## config.mk

```make
export PLATFORM = sky130hd
export DESIGN_NAME = arithmetic_unit_reg_flat
export DESIGN_NICKNAME = d
export VERILOG_FILES = /design/src/rtl/arithmetic_unit_reg_if.sv /design/src/rtl/arithmetic_unit_reg.sv /design/src/flat_wrapper.sv
export SDC_FILE = /design/constraint.sdc
export NUM_CORES = 1
export LEC_CHECK = 0
export CELL_PAD_IN_SITES_DETAIL_PLACEMENT = 0
export CELL_PAD_IN_SITES_GLOBAL_PLACEMENT = 2
export CORE_ASPECT_RATIO = 0.9
export CORE_UTILIZATION = 31
export CTS_BUF_LIST = sky130_fd_sc_hd__clkbuf_8
export DETAILED_ROUTE_END_ITERATION = 8
export PLACE_DENSITY = 0.74
export RECOVER_POWER = 25
export SYNTH_ARGS = -nofsm -noshare
export SYNTH_HDL_FRONTEND = slang
export SYNTH_SLANG_ARGS = --single-unit
```

## constraint.sdc

```tcl
create_clock -name clk -period 0.8 [get_ports clk]
set_clock_uncertainty 0.15 [all_clocks]
set_input_delay 0.16 -clock clk [delete_from_list [all_inputs] [get_ports clk]]
set_output_delay 0.16 -clock clk [all_outputs]
set_load 0.005 [all_outputs]
```

## src/rtl/arithmetic_unit_reg_if.sv

```systemverilog
// Operand/result bundle for the registered arithmetic unit.
// Latency: none (wires only); the unit behind it adds one register stage.
// Backpressure: none; the master presents one operation every cycle.
interface arithmetic_unit_reg_if #(
  parameter int WIDTH = 4
);
  logic [WIDTH-1:0] A;
  logic [WIDTH-1:0] B;
  logic [1:0]       sel;
  logic [WIDTH-1:0] Q;
  logic             overflow;

  // Control side: drives operands and op select, observes the result.
  modport master (
    output A, B, sel,
    input  Q, overflow
  );

  // Arithmetic unit side.
  modport slave (
    input  A, B, sel,
    output Q, overflow
  );
endinterface

```

## src/rtl/arithmetic_unit_reg.sv

```systemverilog
// Signed add/sub/mul/negate with wrap-around result and signed-overflow flag.
// Latency: 1 cycle; operands sampled at edge N show on Q/overflow after edge N.
// Backpressure: none; a new operation is accepted every cycle.
module arithmetic_unit_reg #(
  parameter int WIDTH = 4
) (
  input  logic                 clk,
  input  logic                 reset,
  arithmetic_unit_reg_if.slave bus
);

  localparam int FW = 2 * WIDTH;

  typedef enum logic [1:0] {
    OP_ADD = 2'b00,
    OP_SUB = 2'b01,
    OP_MUL = 2'b10,
    OP_NEG = 2'b11
  } op_t;

  logic [FW-1:0]    a_ext;
  logic [FW-1:0]    b_ext;
  logic [FW-1:0]    r_full;
  logic [WIDTH:0]   r_top;
  logic             ovf_next;

  // Sign-extend both operands so every op is evaluated at full precision.
  // Working modulo 2^FW on sign-extended values gives the exact signed result,
  // because no op on WIDTH-bit operands can exceed FW signed bits.
  assign a_ext = {{WIDTH{bus.A[WIDTH-1]}}, bus.A};
  assign b_ext = {{WIDTH{bus.B[WIDTH-1]}}, bus.B};

  // Full-precision result selected by the op code; B is unused for negate.
  always_comb begin
    r_full = '0;
    case (op_t'(bus.sel))
      OP_ADD:  r_full = a_ext + b_ext;
      OP_SUB:  r_full = a_ext - b_ext;
      OP_MUL:  r_full = a_ext * b_ext;
      OP_NEG:  r_full = '0 - a_ext;
      default: r_full = '0;
    endcase
  end

  // The result fits WIDTH signed bits exactly when the top WIDTH+1 bits are
  // all copies of the sign; anything else means the wrapped Q is wrong.
  assign r_top    = r_full[FW-1:WIDTH-1];
  assign ovf_next = ~((&r_top) | ~(|r_top));

  // Output registers; reset clears them immediately and discards any capture.
  always_ff @(posedge clk or posedge reset) begin
    if (reset) begin
      bus.Q        <= '0;
      bus.overflow <= 1'b0;
    end else begin
      bus.Q        <= r_full[WIDTH-1:0];
      bus.overflow <= ovf_next;
    end
  end

endmodule

```

## src/flat_wrapper.sv

```systemverilog
// flat-port wrapper written by rule: the top's interface ports become plain ports
module arithmetic_unit_reg_flat 
#(
  parameter int WIDTH = 4
)
  (clk, reset, bus_A, bus_B, bus_sel, bus_Q, bus_overflow);
  arithmetic_unit_reg_if #(.WIDTH(WIDTH)) bus_i ();
  input  logic clk;
  input  logic reset;
  input wire logic [$bits(bus_i.A)-1:0] bus_A;
  input wire logic [$bits(bus_i.B)-1:0] bus_B;
  input wire logic [$bits(bus_i.sel)-1:0] bus_sel;
  output wire logic [$bits(bus_i.Q)-1:0] bus_Q;
  output wire logic [$bits(bus_i.overflow)-1:0] bus_overflow;
  assign bus_i.A = bus_A;
  assign bus_i.B = bus_B;
  assign bus_i.sel = bus_sel;
  assign bus_Q = bus_i.Q;
  assign bus_overflow = bus_i.overflow;
  arithmetic_unit_reg #(.WIDTH(WIDTH)) u_core (.clk(clk), .reset(reset), .bus(bus_i));
endmodule
```

Figure 1. Routing congestion map (run 1).
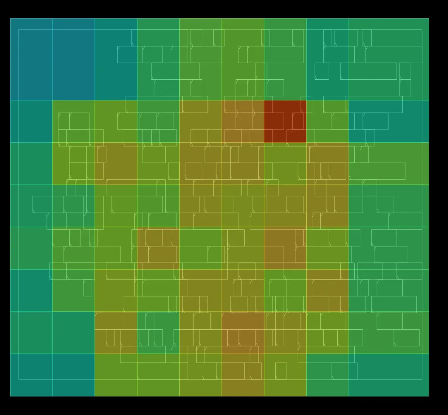
Layout Utilization: 0.524
post-DR wirelength/cell: 12.3 um

Figure 2. Placement density heat map (run 1).
(6 px per um) 7 x 6 tiles, from dark blue (low) to red (high), 0 to 100% covered.
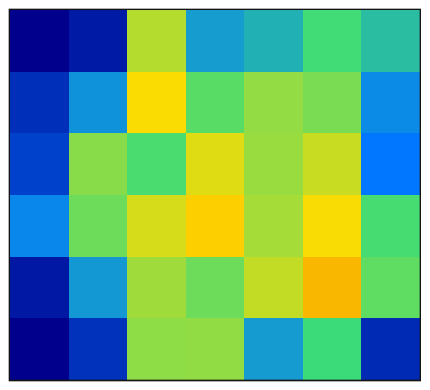
densest ninth of the die	center
nearly empty tiles	4.8%
fullest tile	79%
mean over tiles	45%
tiles over 75% full	4.8%

==> results.yml, run 1 <==
# implementation run metrics
status:
  run_status: "finished with violations"
  violations: "negative setup slack"
placed_design:
  gp_routability_congestion: 0.761
  place_hpwl_um: 2600
critical_path:
  path_common_cell: "fa_1"
  setup.worst_path.start: "bus_A[0]"
  cpPeakStageDelay_ps: 550
  start_kind: "input port"
  cp_num_buf_inv: 4
  cp.required_ps: 750
  end_kind: "flip-flop"
  cp.depth: 16
  endpoint: "u_core.bus.overflow$_DFF_PP0_"
  path_max_fanout: 2
cells_and_area:
  lay_top_cells: "buf_4 (28), inv_1 (20), ha_1 (13), buf_6 (12), nor2_1 (10)"
  layout.area.seq_um2: 125
  largest_reg_flops: 4
  nMultiInputCombCells: 105
  fillers: 354
  logic_area_um2: 1170
final_timing:
  rsz0062_at_grt: "yes"
  final-setup-viol-count: 10
  fin_ws_ps: -2690
  whs_ps: 135
  maxSlewViolCount: 0
yosys:
  flop_cell: "dfrtp_1"
  synth_top_cell_by_count: "inv_1"
  synth-edff-count: 0
  simple_gate_area_frac: 0.146
  area_leaders: "ha_1 (22%), fa_1 (18%), dfrtp_1 (10%), inv_1 (7.7%), xnor3_1 (3.7%)"
  syn_area_um2: 1220
  ys_seq_frac: 0.102
  synthTopLogicFamily: "adder cells"
  syn-instance-count: 139
  synthTopCellsByCount: "inv_1 (25), ha_1 (22), fa_1 (11), nor2_1 (11), nand2_1 (9)"
global_routing:
  antenna_found_initial: 0
  top_usage_layer: "met2"
  met1_usage: 0.225
  globalRouteMet2Util: 0.284
  grt_pass1_wl_um: 5200
clock_tree:
  root_buffer: "clkbuf_8"
  clock_sinks: 5
  cts_setup_buffers: 2
  cts.htree.levels: 1
  cts_buffers: 3
power_and_ir_drop:
  p_leak_uw: 0.000957
  p_comb_uw: 1630
  powerSeq_uw: 310
  ir_worst_vdd_mv: 0.607
  p_seq_frac: 0.129
detailed_routing:
  drtPass1Iterations: 4
  antenna_left: 0
  drc_errors: 0
  vias_per_cell: 4.64
  vias: 1113
floorplan:
  die_height_um: 61.6
  chipArea_um2: 4210
  ios: 17
job:
  maxCapViolCount: 0
  warnings: 35
hold_path:
  hold_class: "in2async"
Figure 3. Clock wires, drivers and flops (run 1).
(6 px per um)
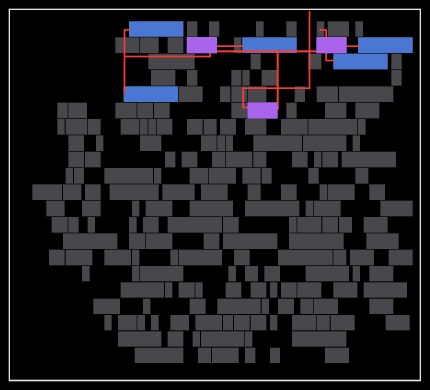
[cells driving clock nets] purple | count: 3
[clock wires] red | length: 108 um
[flip-flops] blue | count: 5
routed clock nets	4

Figure 4. The metal 3 layer (run 1).
(6 px per um)
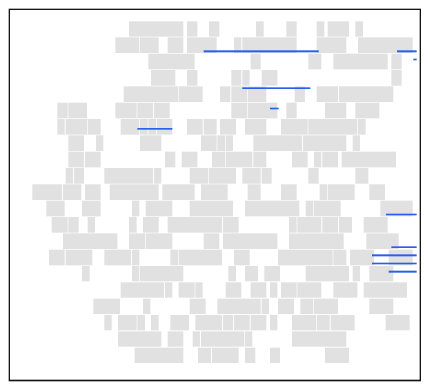

## Run 2: what changed since run 1
--- a/config.mk
+++ b/config.mk
@@ -11,7 +11,8 @@
 export CORE_UTILIZATION = 31
 export CTS_BUF_LIST = sky130_fd_sc_hd__clkbuf_8
 export DETAILED_ROUTE_END_ITERATION = 8
-export PLACE_DENSITY = 0.74
+export GPL_TIMING_DRIVEN = 0
+export PLACE_DENSITY = 0.89
 export RECOVER_POWER = 25
 export SYNTH_ARGS = -nofsm -noshare
 export SYNTH_HDL_FRONTEND = slang
Figure 5. The metal 3 layer (run 2).
(6 px per um)
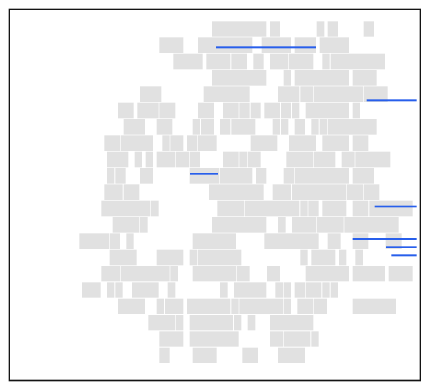
share of all routed wire	2.0%
main direction	horizontal
longest straight run	16.3 um

==> results.yml, run 2 <==
# implementation run metrics
clock_tree:
  cts_buffers: 3
  root_buffer: "clkbuf_8"
  clock_sinks: 5
  cts_tree: "built"
  cts.htree.levels: 1
  cts.clk_slew.worst_paths_ps: 40
  cts_setup_buffers: 8
floorplan:
  nWellTaps: 46
  chipArea_um2: 4210
  die_height_um: 61.6
  ios: 17
  row_count: 21
status:
  violations: "negative setup slack"
  run_status: "finished with violations"
detailed_routing:
  antenna_left: 0
  drt-wirelength-per-cell_um: 12.5
  drtIter0Drc: 32
  drc_errors: 0
  vias: 1024
  vias_per_cell: 4.74
  drtPass1Iterations: 4
  route.met2.wl_um: 1350
global_routing:
  antenna_found_initial: 0
  grt_max_degree: 11
  grt_pass1_wl_um: 4410
  met1_usage: 0.192
placed_design:
  place_hpwl_um: 2150
  dpl.cell_count: 200
  gp_routability_congestion: 0.722
cells_and_area:
  top_regs: "u_core.bus.Q: 4 flops, u_core.bus.overflow: 1 flops"
  fillers: 351
  nMultiInputCombCells: 105
  num-nonclk-buffers: 29
  ff_count: 5
  final_area_um2: 1780
  lay_top_cells: "inv_1 (19), ha_1 (14), buf_4 (10)"
  logic_area_um2: 1160
  layout.area.seq_um2: 125
  utilization: 0.473
  final_nets: 216
  largest_reg_flops: 4
  area_growth_pct: 44.9
  max_flop_register: "u_core.bus.Q"
yosys:
  top_area_frac: 0.225
  async_reset_ff_frac: 1.00
  syn-instance-count: 139
  synth_top_cell_by_count: "inv_1"
  synth-edff-count: 0
  synth-xor-area-share: 0.0725
  syn_area_um2: 1220
  ys_seq_frac: 0.102
  area_leaders: "ha_1 (22%), fa_1 (18%), dfrtp_1 (10%), inv_1 (7.7%), xnor3_1 (3.7%)"
  simple_gate_area_frac: 0.146
  synthTopCellsByCount: "inv_1 (25), ha_1 (22), fa_1 (11), nor2_1 (11), nand2_1 (9)"
  flop_cell: "dfrtp_1"
  synthTopLogicFamily: "adder cells"
power_and_ir_drop:
  p_comb_uw: 1460
  power_frac_clock: 0.205
  p_seq_frac: 0.139
  p_leak_uw: 0.000841
  powerSeq_uw: 310
  ir_worst_vdd_mv: 0.491
critical_path:
  end_kind: "flip-flop"
  cp.depth: 16
  cpPeakStageDelay_ps: 550
  cp.required_ps: 750
  slowest_stage: "fa_1"
  worstPathArrival_ps: 3410
  path_common_cell: "fa_1"
  endpoint: "u_core.bus.overflow$_DFF_PP0_"
  crit_family: "adder cells"
  cp_num_buf_inv: 4
  setup.worst_path.start: "bus_A[0]"
  crit_type: "in2reg"
  path_max_fanout: 2
  start_kind: "input port"
final_timing:
  fin_ws_ps: -2670
  whs_ps: 123
  maxSlewViolCount: 0
  final-setup-viol-count: 10
  max_slew.worst_pin.slew_ps: 476
  fin_setup_tns_ps: -7670
  fmax_mhz: 289
  rsz0062_at_grt: "yes"
job:
  warnings: 35
  maxCapViolCount: 0
hold_path:
  hold_class: "in2async"
Figure 6. Routing congestion map (run 2).
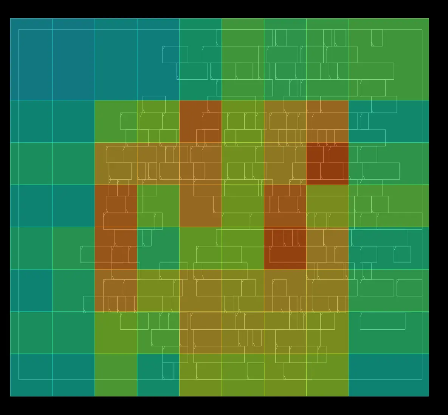
Total Routing Usage GR: 0.144
most used routing layer: met2
met2 Resource Use GR: 0.246
grt met3 use: 0.0222

